### config.mk
export PLATFORM = sky130hd
export DESIGN_NAME = map_table_recovery_controller
export DESIGN_NICKNAME = d
export VERILOG_FILES = /design/src/rtl/core_types_pkg.sv /design/src/rtl/map_table_recovery_controller.sv
export SDC_FILE = /design/constraint.sdc
export NUM_CORES = 1
export LEC_CHECK = 0
export CAP_MARGIN = 20
export CORE_MARGIN = 10
export CORE_UTILIZATION = 45
export CTS_BUF_LIST = sky130_fd_sc_hd__clkbuf_16
export DETAILED_ROUTE_END_ITERATION = 10
export DONT_BUFFER_PORTS = 1
export PLACE_DENSITY = 0.71
export SLEW_MARGIN = 20
export SYNTH_ARGS = -nofsm -noshare
export SYNTH_HDL_FRONTEND = slang
export SYNTH_SLANG_ARGS = --single-unit
### constraint.sdc
create_clock -name CLK -period 6.7 [get_ports CLK]
set_input_delay 1.675 -clock CLK [delete_from_list [all_inputs] [get_ports CLK]]
set_output_delay 1.675 -clock CLK [all_outputs]
set_load 0.005 [all_outputs]
### src/rtl/core_types_pkg.sv
// Shared rename/ROB types for the dispatch unit, plus the recovery sequencer state
// and modulo ROB index helpers.
package core_types_pkg;

  localparam int unsigned ROB_ENTRIES        = 16;
  localparam int unsigned NUM_ARCH_REGS      = 32;
  localparam int unsigned NUM_PHYS_REGS      = 64;
  localparam int unsigned CHECKPOINT_COLUMNS = 4;

  localparam int unsigned ROB_IDX_W  = $clog2(ROB_ENTRIES);
  localparam int unsigned ARCH_W     = $clog2(NUM_ARCH_REGS);
  localparam int unsigned PHYS_W     = $clog2(NUM_PHYS_REGS);
  localparam int unsigned CKC_W      = $clog2(CHECKPOINT_COLUMNS);
  localparam int unsigned WALK_CNT_W = $clog2(ROB_ENTRIES + 1);

  typedef logic [ROB_IDX_W-1:0] ROB_index_t;
  typedef logic [ARCH_W-1:0]    arch_reg_tag_t;
  typedef logic [PHYS_W-1:0]    phys_reg_tag_t;
  typedef logic [CKC_W-1:0]     checkpoint_column_t;

  typedef enum logic [1:0] {
    IDLE    = 2'd0,
    RESTORE = 2'd1,
    WALK    = 2'd2,
    DONE    = 2'd3
  } recovery_state_t;

  // Modulo ROB_ENTRIES increment/decrement; correct for non-power-of-two depths too.
  function automatic ROB_index_t rob_inc(input ROB_index_t i);
    return (32'(i) == ROB_ENTRIES - 1) ? '0 : ROB_index_t'(32'(i) + 32'd1);
  endfunction

  function automatic ROB_index_t rob_dec(input ROB_index_t i);
    return (i == '0) ? ROB_index_t'(ROB_ENTRIES - 1) : i - ROB_index_t'(1);
  endfunction

endpackage

### src/rtl/map_table_recovery_controller.sv
// Map table recovery sequencer: one-cycle checkpoint restore, falling back to a
// backward ROB walk that reverts younger renames; also forwards checkpoint invalidates.
module map_table_recovery_controller
  import core_types_pkg::*;
(
  input  logic               CLK,
  input  logic               nRST,
  output logic               DUT_error,

  input  logic               recover_req_valid,
  output logic               recover_req_ready,
  input  ROB_index_t         recover_req_ROB_index,
  input  checkpoint_column_t recover_req_column,

  input  logic               invalidate_req_valid,
  output logic               invalidate_req_ready,
  input  ROB_index_t         invalidate_req_ROB_index,
  input  checkpoint_column_t invalidate_req_column,

  input  ROB_index_t         rob_tail_index,

  output ROB_index_t         rob_read_index,
  input  logic               rob_read_dest_valid,
  input  arch_reg_tag_t      rob_read_arch_tag,
  input  phys_reg_tag_t      rob_read_safe_phys_tag,
  input  phys_reg_tag_t      rob_read_spec_phys_tag,

  output logic               revert_valid,
  output arch_reg_tag_t      revert_dest_arch_reg_tag,
  output phys_reg_tag_t      revert_safe_dest_phys_reg_tag,
  output phys_reg_tag_t      revert_speculated_dest_phys_reg_tag,

  output logic               restore_checkpoint_valid,
  output logic               restore_checkpoint_speculate_failed,
  output ROB_index_t         restore_checkpoint_ROB_index,
  output checkpoint_column_t restore_checkpoint_safe_column,
  input  logic               restore_checkpoint_success,

  output logic               dispatch_stall,
  output logic               recover_done
);

  recovery_state_t           state_q, state_d;
  ROB_index_t                br_idx_q, br_idx_d;
  checkpoint_column_t        col_q, col_d;
  ROB_index_t                walk_idx_q, walk_idx_d;
  logic [WALK_CNT_W-1:0]     walk_cnt_q, walk_cnt_d;
  logic                      error_q, error_d;

  always_ff @(posedge CLK or negedge nRST) begin
    if (!nRST) begin
      state_q    <= IDLE;
      br_idx_q   <= '0;
      col_q      <= '0;
      walk_idx_q <= '0;
      walk_cnt_q <= '0;
      error_q    <= 1'b0;
    end else begin
      state_q    <= state_d;
      br_idx_q   <= br_idx_d;
      col_q      <= col_d;
      walk_idx_q <= walk_idx_d;
      walk_cnt_q <= walk_cnt_d;
      error_q    <= error_d;
    end
  end

  // Next-state and output decode; readies depend only on state and recover_req_valid.
  always_comb begin
    state_d    = state_q;
    br_idx_d   = br_idx_q;
    col_d      = col_q;
    walk_idx_d = walk_idx_q;
    walk_cnt_d = walk_cnt_q;
    error_d    = error_q;

    recover_req_ready                   = 1'b0;
    invalidate_req_ready                = 1'b0;
    rob_read_index                      = '0;
    revert_valid                        = 1'b0;
    revert_dest_arch_reg_tag            = '0;
    revert_safe_dest_phys_reg_tag       = '0;
    revert_speculated_dest_phys_reg_tag = '0;
    restore_checkpoint_valid            = 1'b0;
    restore_checkpoint_speculate_failed = 1'b0;
    restore_checkpoint_ROB_index        = '0;
    restore_checkpoint_safe_column      = '0;
    dispatch_stall                      = 1'b1;
    recover_done                        = 1'b0;

    unique case (state_q)
      IDLE: begin
        dispatch_stall       = 1'b0;
        recover_req_ready    = 1'b1;
        invalidate_req_ready = !recover_req_valid;
        if (recover_req_valid) begin
          br_idx_d   = recover_req_ROB_index;
          col_d      = recover_req_column;
          walk_idx_d = rob_dec(rob_tail_index);
          walk_cnt_d = '0;
          if (recover_req_ROB_index == rob_tail_index) error_d = 1'b1;
          state_d    = RESTORE;
        end else if (invalidate_req_valid) begin
          // Invalidate failures are benign; the response is ignored.
          restore_checkpoint_valid       = 1'b1;
          restore_checkpoint_ROB_index   = invalidate_req_ROB_index;
          restore_checkpoint_safe_column = invalidate_req_column;
        end
      end

      RESTORE: begin
        restore_checkpoint_valid            = 1'b1;
        restore_checkpoint_speculate_failed = 1'b1;
        restore_checkpoint_ROB_index        = br_idx_q;
        restore_checkpoint_safe_column      = col_q;
        if (restore_checkpoint_success || (walk_idx_q == br_idx_q)) state_d = DONE;
        else                                                        state_d = WALK;
      end

      WALK: begin
        rob_read_index                      = walk_idx_q;
        revert_valid                        = rob_read_dest_valid;
        revert_dest_arch_reg_tag            = rob_read_arch_tag;
        revert_safe_dest_phys_reg_tag       = rob_read_safe_phys_tag;
        revert_speculated_dest_phys_reg_tag = rob_read_spec_phys_tag;
        walk_idx_d = rob_dec(walk_idx_q);
        walk_cnt_d = walk_cnt_q + WALK_CNT_W'(1);
        // A walk longer than the ROB can hold means the tail/branch indices were bogus.
        if (walk_cnt_q >= WALK_CNT_W'(ROB_ENTRIES - 1)) begin
          error_d = 1'b1;
          state_d = DONE;
        end else if (walk_idx_q == rob_inc(br_idx_q)) begin
          state_d = DONE;
        end
      end

      DONE: begin
        recover_done = 1'b1;
        state_d      = IDLE;
      end

      default: state_d = IDLE;
    endcase
  end

  assign DUT_error = error_q;

endmodule

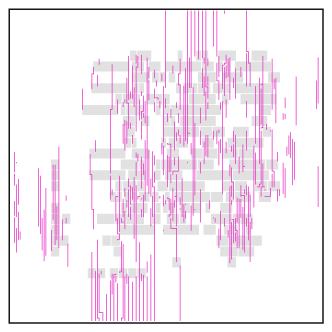
Fig. 1. Metal 2 (run 1).
Drawn at 4 px/um. Cells faint in the background.
longest straight run = 33.5 um
share of all routed wire = 48%
main direction = vertical
nets with wire on the layer = 187

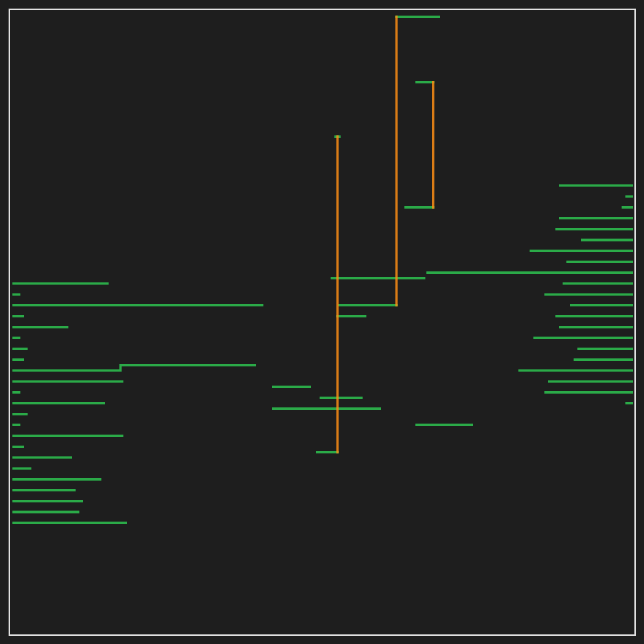
Fig. 2. Routed metal, one color a layer (run 1).
Drawn at 8 px/um. Only two layers are drawn.
orange -> metal 4  # wire length 91.1 um
green -> metal 3  # wire length 441 um
overall global routing resource usage: 12.7%
vias: 1242
final wirelength: 4.11 mm

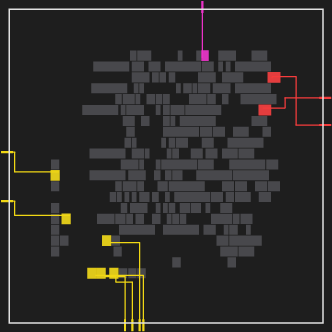
Fig. 3. Port wiring (run 1).
Drawn at 4 px/um.
yellow -> revert_safe_dest_phys_reg_tag  # bits 6, direction output, edge 4 bottom, 2 left, end cells 6, buffers 0, wire 116 um
magenta -> restore_checkpoint_success  # bits 1, direction input, edge top, end cells 1, buffers 0, wire 11.7 um
red -> invalidate_req_column  # bits 2, direction input, edge right, end cells 2, buffers 0, wire 41.6 um

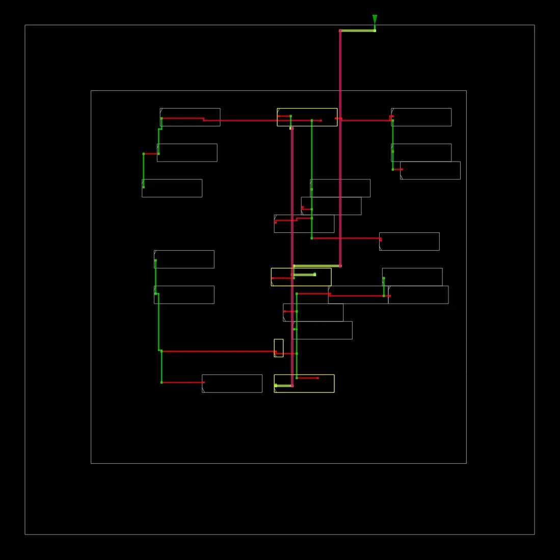
Fig. 4. Clock nets (run 1).
clock sinks: 18
flop count: 18
clock buffers: 3
Clock group: 0.121 mW
Clk Latency, worst-skew pair: 250 ps

==> Changelog: implementation, run 1 <==
## Flow update

- Fin nets: 214
- DRT Pass-1 Iters: 4
- Commonest Layout Cell: and2_1
- Max-slew headroom: 33.3%
- Count of library flops with an enable pin: 0
- Yosys warns: 0
- R2R Path Start: state_q[0]
- Post-CTS Setup Inserts: 0
- Vias in the first global route: 1228
- Distinct lib cells used: 44
- Ordered list of cells on the worst path: nor2_1 -> and2_1 -> a22o_1
- Site row count: 21
- Starting DRT DRC Count: 47
- Top logic family: simple AND/OR/NAND/NOR gates
- Share of cells above drive strength 1: 8.59%
- Post-route cell area: 0.00160 mm^2
- Simple-gate area share of the yosys netlist: 20.0%
- CTS H-Tree Depth: 1
- Most used flip-flop cell: dfrtp_1
- Synthesis area per yosys: 0.00152 mm^2
- First-pass GRT wire length: 6.44 mm
- Total power draw: 0.803 mW
- Port Buf Inserts: 0
- Crit path from: recover_req_valid
- Layout area overhead: 5.20%
- Leakage: 0.680 nW
- XORs/XNORs by Area: 8.42%
- Area share, top type: 29.7%
- CP max FO: 7
- Critical Path RT: 5030 ps
- Die width: 78.1 um
- GR Util met2: 21.4%
- Worst-path clk slew: 50 ps
- Die height: 78.1 um
- DRC viols: 0
- WP data arrival: 2530 ps
- RSZ-0062 raised after global routing: false
- Reg with most FFs: walk_cnt_q
- Worst reg-to-reg setup slack: 3890 ps
- Initial antenna violation count: 0
- Core area: 0.00328 mm^2
- Root buf cell: clkbuf_16
- Post-CTS Hold Buffers: 0
- F_max: 0.238 GHz
- ANT cells: 0
- Post-Synth Adder-Cell Area: 9.08%
- Hold WS: 514 ps
- Gpl congestion: 0.843
- Met3 wire len: 440 um
- Cts bufs inserted: 3
- Count of pins over their slew limit: 0
- R2R Path End: walk_idx_q[2]
- FFs w/ async S/R, synth: 100%
- Top sig layer: met4
- Synth Instances: 172
- Met3 usage: 5.13%
- Setup TNS: 0 ps
- Gr busiest metal: met2
- Cycle use final: 62.8%
- Slew of the pin with the lowest slew margin: 1000 ps
- Biggest regs: walk_cnt_q x5, br_idx_q x4, walk_idx_q x4
- IO Count: 74
- Core Density at Floorplan: 46.2%
- Final Hold Fails: 0
- Dpl cell area: 0.00152 mm^2
- Routed WL per cell: 19.7 um
- Final setup fails: 0
- CP max stage cell: and2_1
- Tool warning count: 31
- Min-delay worst type: flip-flop to flip-flop
- Logic area: 967 um^2
- Routed vias/inst: 5.94
- AND-OR/OR-AND Cells, Area Fraction: 19.5%
- Cell Area, Synth: 0.00152 mm^2
- Post-route antenna net violation count: 0
- Max incr delay on CP: 330 ps
- Worst reg-to-reg path cell count: 7
- Pwr dens: 503 mW/mm^2
- Fill cell count: 313
- Cell with the most instances after synthesis: and2_1
- Post-synth seq share: 29.7%
- Reg area: 450 um^2
- Met1 Wirelength: 1.62 mm
- CP startpoint kind: primary input
- Cells after DPL: 205
- Post-synth top cells: and2_1, dfrtp_1, clkbuf_1, ha_1, inv_1
- Largest area contributor in the netlist: dfrtp_1
- DP Wirelength: 3.36 mm
- Die area: 0.00609 mm^2
- Net Count, Synth: 222
- Mux cell area share: 6.77%
- Largest register FFs: 5
- Critical path class: primary input to output pin
- CTS tree: built
- Final Non-Filler Cells: 209
- Final critical-path required period: 4210 ps
- Hold Path End: col_q[1]
- Commonest cells after routing, fill and taps aside: and2_1, dfrtp_1, inv_1, ha_1
- Largest net degree at the start of global routing: 37
- Remaining global-route overflow: 0
- Hold depth: 1
- Post-CTS resize count: 0
- Critical Path End Type: output pin
- Hold Startpoint: col_q[1]
- GR Util met1: 13.4%
- Cells in synth_stat.txt: 172
- Max-cap violation count: 0
- Synthesized flop and latch total: 18
- Syn Area/Cell: 8.82 um^2
- Clock skew: 2.87 ps
- Outcome: complete, no violations
- Cell area leaders: dfrtp_1, ha_1, and2_1
- Clk buf depth: 2
- Max VDD drop: 0.000141 V
- Critical Path Sink: restore_checkpoint_ROB_index[1]
- Metal2 WL: 1.97 mm
run 1: critical path: cells and delay by family:
family	cells	cell delay, ps
and+or+nand+nor	2	650
AOI/OAI and AO/OA	1	200
run 1: power breakdown:
group / total [mW] / internal (mW) / switching (mW)
Clock: 0.121 / 0.0794 / 0.0415
Combinational: 0.440 / 0.206 / 0.234
Sequential: 0.242 / 0.163 / 0.0786
run 1: through the flow:
stage	setup WS (ps)	utilization [%]
5_1_grt	2410	48.6
4_1_cts	2480	48.6
3_3_place_gp	2530	46.2
3_5_place_dp	2480	46.2
2_1_floorplan	2430	-
6_report	2490	48.6
run 1: cell type report:
class / instances / share of cell area [%]
Sequential cell: 18 / 28.2
Inverter: 11 / 2.59
Clock inverter: 1 / 0.235
Multi-Input combinational cell: 130 / 60.6
Clock buffer: 3 / 4.71
Tap cell: 46 / 3.61
## Run 2: what changed since run 1
Clock period 6.7 ns to 4.4 ns, I/O delays scaled along.
==> run 2 against run 1 <==
Combinational power increased by 57%; critical path type is now flip-flop to output pin; sequential power up 52%; clock skew shrank 0.98 ps; non-clock buffer count rose by 2; clock-buffer cell count unchanged; first-iteration DRC count is 34% higher; largest power group unchanged; synthesized cell count stayed put; largest cell class unchanged.
==> Changelog: implementation, run 2 <==
## Flow update

- Max VDD drop: 0.000220 V
- CTS H-Tree Depth: 1
- Vias in the first global route: 1292
- Sw power: 0.552 mW
- Core Density at Floorplan: 46.2%
- Logic pwr share: 55.3%
- Top logic family: simple AND/OR/NAND/NOR gates
- Largest net degree at the start of global routing: 21
- Share of cells above drive strength 1: 9.70%
- Most used flip-flop cell: dfrtp_1
- Initial antenna violation count: 0
- Top cell family by delay on the critical path: simple AND/OR/NAND/NOR gates
- XORs/XNORs by Area: 8.42%
- Cts bufs inserted: 3
- Max incr delay on CP: 440 ps
- DRT Pass-1 Iters: 4
- Core area: 0.00328 mm^2
- F_max: 0.289 GHz
- Count of pins over their slew limit: 0
- Synthesized flop and latch total: 18
- Routed vias/inst: 5.94
- Final setup fails: 0
- Synth Instances: 172
- Commonest Layout Cell: and2_1
- Hold depth: 1
- Gpl congestion: 0.798
- Max-cap violation count: 0
- Final Hold Fails: 0
- Tool warning count: 31
- Critical Path RT: 3300 ps
- Die height: 78.1 um
- Cells in synth_stat.txt: 172
- Clock sinks: 18
- FFs w/ async S/R, synth: 100%
- R2R Path End: walk_idx_q[2]
- CP startpoint kind: flip-flop
- Min-delay worst type: flip-flop to flip-flop
- Syn Area/Cell: 8.82 um^2
- Critical path class: flip-flop to output pin
- Fin nets: 216
- Post-synth seq share: 29.7%
- Final critical-path required period: 3460 ps
- GR Util met1: 15.0%
- DRC viols: 0
- Leakage: 0.690 nW
- Cycle use final: 78.5%
- R2R Path Start: state_q[0]
- Hold Path End: col_q[0]
- Biggest regs: walk_cnt_q x5, br_idx_q x4, walk_idx_q x4
- Post-route antenna net violation count: 0
- Port Buf Inserts: 0
- Gr busiest metal: met2
- Clock group: 0.188 mW
- DP Wirelength: 3.46 mm
- WP data arrival: 2360 ps
- Clock share of power: 15.1%
- Die area: 0.00609 mm^2
- Outcome: complete, no violations
- Seq pwr share: 29.6%
- CP max FO: 9
- Post-Synth Adder-Cell Area: 9.08%
- Hold Startpoint: col_q[0]
- Met1 Wirelength: 1.68 mm
- Final wirelength: 4.25 mm
- Switching share of power: 44.3%
- Clock skew: 1.88 ps
- Post-CTS Setup Inserts: 0
## run 2: cell counts after synthesis
No cell type changed its count.
## run 2: through the flow
stage / cell area [um^2] / std cells / util (%) / setup slack (ps) / hold WS (ps)
after floorplan: 1520 / 172 / - / 1280 / 466
after global placement: 1530 / 207 / 46.6 / 1360 / 497
after detailed placement: 1530 / 207 / 46.6 / 1240 / 508
after CTS: 1610 / 211 / 49.0 / 937 / 520
after global routing: 1610 / 211 / 49.0 / 769 / 529
final: 1610 / 211 / 49.0 / 944 / 521
## run 2: final cells by class
cell class / count / area, um^2
Timing Repair Buffer: 2 / 15.0
Sequential cell: 18 / 450
Clock buffer: 3 / 75.1
Fill cell: 302 / 1670
Clock inverter: 1 / 3.75
Multi-Input combinational cell: 130 / 967
Tap cell: 46 / 57.6
Inverter: 11 / 41.3
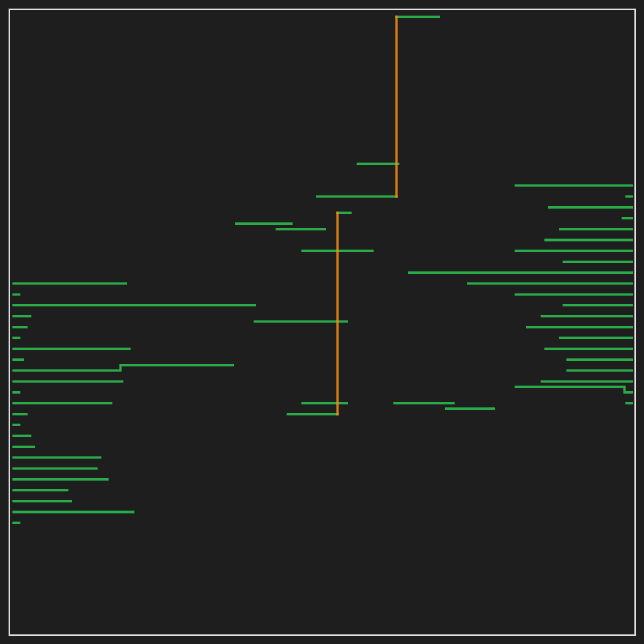
Fig. 5. Routed metal, one color a layer (run 2).
Drawn at 8 px/um. Only two layers are drawn.
orange -> metal 4  # wire length 47.6 um
green -> metal 3  # wire length 497 um

## Run 3: what changed since run 2
Clock period 4.4 ns to 3.5 ns, I/O delays scaled along.
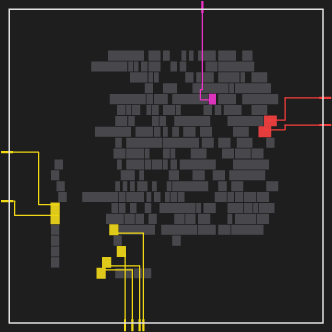
Fig. 6. Port wiring (run 3).
Drawn at 4 px/um.
yellow -> revert_safe_dest_phys_reg_tag  # bits 6, direction output, edge 4 bottom, 2 left, end cells 6, buffers 0, wire 126 um
red -> invalidate_req_column  # bits 2, direction input, edge right, end cells 2, buffers 0, wire 35.1 um
magenta -> restore_checkpoint_success  # bits 1, direction input, edge top, end cells 1, buffers 0, wire 25.0 um
Port Buf Inserts: 0
IO Count: 74

==> run 3 against run 2 <==
Cell count shrank 0.47%; combinational power grew 24%; first-iteration DRC count down 3.2%; sequential share of layout area up 0.13 points; area after synthesis unchanged; routed wire length fell by 1.8%; core utilization shrank 0.23 points; worst hold slack got worse by 210 ps; clock-buffer cell count unchanged; critical path depth is the same; sequential power up 26%; largest cell class unchanged; highest routed layer unchanged.
==> Changelog: implementation, run 3 <==
## Flow update

- Commonest cells after routing, fill and taps aside: and2_1, dfrtp_1, inv_1, ha_1
- Worst reg-to-reg path cell count: 8
- Outcome: complete, no violations
- Synthesized flop and latch total: 18
- Root buf cell: clkbuf_16
- Max incr delay on CP: 440 ps
- Final critical-path required period: 3160 ps
- RSZ-0062 raised after global routing: false
- Fin nets: 215
- Critical Path RT: 2620 ps
- Post-Synth Adder-Cell Area: 9.08%
- Top cell family by delay on the critical path: simple AND/OR/NAND/NOR gates
- Synth Instances: 172
- Cell-internal power: 0.861 mW
- Final core utilization: 48.8%
- Logic pwr share: 54.9%
- Clk buf depth: 2
- Buf/Inv on CP: 2
- Switching share of power: 44.5%
- Cell with the most instances after synthesis: and2_1
- Clock skew: 1.35 ps
- Max-slew headroom: 51.6%
- Post-route cell area: 0.00160 mm^2
- Setup TNS: 0 ps
- FFs w/ async S/R, synth: 100%
- Worst reg-to-reg setup slack: 1230 ps
- Cycle use final: 90.2%
- Cts bufs inserted: 3
- Overall global routing resource usage: 13.3%
- Hold WS: 315 ps
- Layout area overhead: 5.69%
- Cell area leaders: dfrtp_1, ha_1, and2_1
- Clock sinks: 18
- CP max FO: 9
- Critical path class: flip-flop to output pin
- CP startpoint kind: flip-flop
- Ordered list of cells on the worst path: inv_1 -> ha_1 -> inv_1 -> nor2_1 -> and2_1 -> a22o_1
- Pre-CTS worst setup slack: 632 ps
- Final setup fails: 0
- Most used flip-flop cell: dfrtp_1
- Final Non-Filler Cells: 210
- Share of cells above drive strength 1: 9.15%
- Initial antenna violation count: 0
- Min-delay worst type: primary input to async pin
- Post-route antenna net violation count: 0
- Post-synth seq share: 29.7%
- Core Density at Floorplan: 46.2%
- Post-CTS Hold Buffers: 0
- Vias in the first global route: 1226
- Fill cell count: 305
- Gr busiest metal: met2
- Max-cap violation count: 0
- Starting DRT DRC Count: 61
- WP depth: 6
- Pwr dens: 969 mW/mm^2
- Total power draw: 1.55 mW
- Setup WS post-layout: 343 ps
- Core area: 0.00328 mm^2
- Syn Area/Cell: 8.82 um^2
- Met3 usage: 5.24%
- Die area: 0.00609 mm^2
- Met1 Wirelength: 1.80 mm
- Seq pwr share: 29.9%
- Cells after DPL: 206
- Post-CTS resize count: 0
- AND-OR/OR-AND Cells, Area Fraction: 19.5%
- DRT Pass-1 Iters: 4
- WP data arrival: 2280 ps
- Mux cell area share: 6.77%
- Die height: 78.1 um
- Dpl cell area: 0.00152 mm^2
- CTS H-Tree Depth: 1
- Site row count: 21
- Crit path from: state_q[0]
- Top logic family: simple AND/OR/NAND/NOR gates
- CP max stage cell: dfrtp_1
- Worst-path clk slew: 50 ps
- GR Util met2: 21.6%
- Clk Latency, worst-skew pair: 250 ps
- Top sig layer: met4
- Largest area contributor in the netlist: dfrtp_1
- Critical Path End Type: output pin
- Vias: 1231
- R2R Path End: walk_idx_q[2]
- Remaining global-route overflow: 0
- Yosys warns: 0
- Final wirelength: 4.17 mm
- Net Count, Synth: 222
- Largest net degree at the start of global routing: 37
- ANT cells: 0
- Reg with most FFs: walk_cnt_q
- Sw power: 0.691 mW
- CTS tree: built
- Tool warning count: 31
- Routed WL per cell: 19.9 um
- Slew of the pin with the lowest slew margin: 721 ps
- Clock share of power: 15.1%
- Synthesis area per yosys: 0.00152 mm^2
- DP Wirelength: 3.38 mm
- R2R Path Start: state_q[0]
- Leakage: 0.685 nW
- Max VDD drop: 0.000276 V
- DRC viols: 0
- XORs/XNORs by Area: 8.42%
- Cell Area, Synth: 0.00152 mm^2
- Biggest regs: walk_cnt_q x5, br_idx_q x4, walk_idx_q x4
- Final Hold Fails: 0
- Critical Path Sink: restore_checkpoint_ROB_index[1]
- Distinct lib cells used: 44
- Die width: 78.1 um
- Largest register FFs: 5
- Post-synth top cells: and2_1, dfrtp_1, clkbuf_1, ha_1, inv_1
- Count of library flops with an enable pin: 0
- First-pass GRT wire length: 6.76 mm
- CP most frequent cell: inv_1
- Post-CTS Setup Inserts: 0
- F_max: 0.317 GHz
- Cells in synth_stat.txt: 172
- Met3 wire len: 375 um
- Simple-gate area share of the yosys netlist: 20.0%
- Routed vias/inst: 5.86
- Gpl congestion: 0.802
- Area share, top type: 29.7%
- Commonest Layout Cell: and2_1
- Count of pins over their slew limit: 0
- Metal2 WL: 1.93 mm
- GR Util met1: 15.5%
==> run 3: cell type report <==
| class | instances | area (um^2) | area share, % |
|---|---|---|---|
| clock inverter | 1 | 3.75 | 0.234 |
| timing repair buffer | 1 | 7.51 | 0.468 |
| multi-input combinational | 130 | 967 | 60.3 |
| inverter | 11 | 41.3 | 2.58 |
| clock buffer | 3 | 75.1 | 4.68 |
| sequential | 18 | 450 | 28.1 |
| tap | 46 | 57.6 | 3.59 |
==> run 3: power groups by stage <==
stage / combinational (mW) / sequential (mW) / clock (mW)
after floorplan: 0.777 / 0.388 / 0
after global placement: 0.839 / 0.454 / 0
after detailed placement: 0.859 / 0.465 / 0
after CTS: 0.865 / 0.461 / 0.238
after global routing: 0.967 / 0.486 / 0.248
final: 0.853 / 0.465 / 0.235
Power and IR drop assume default switching activity.
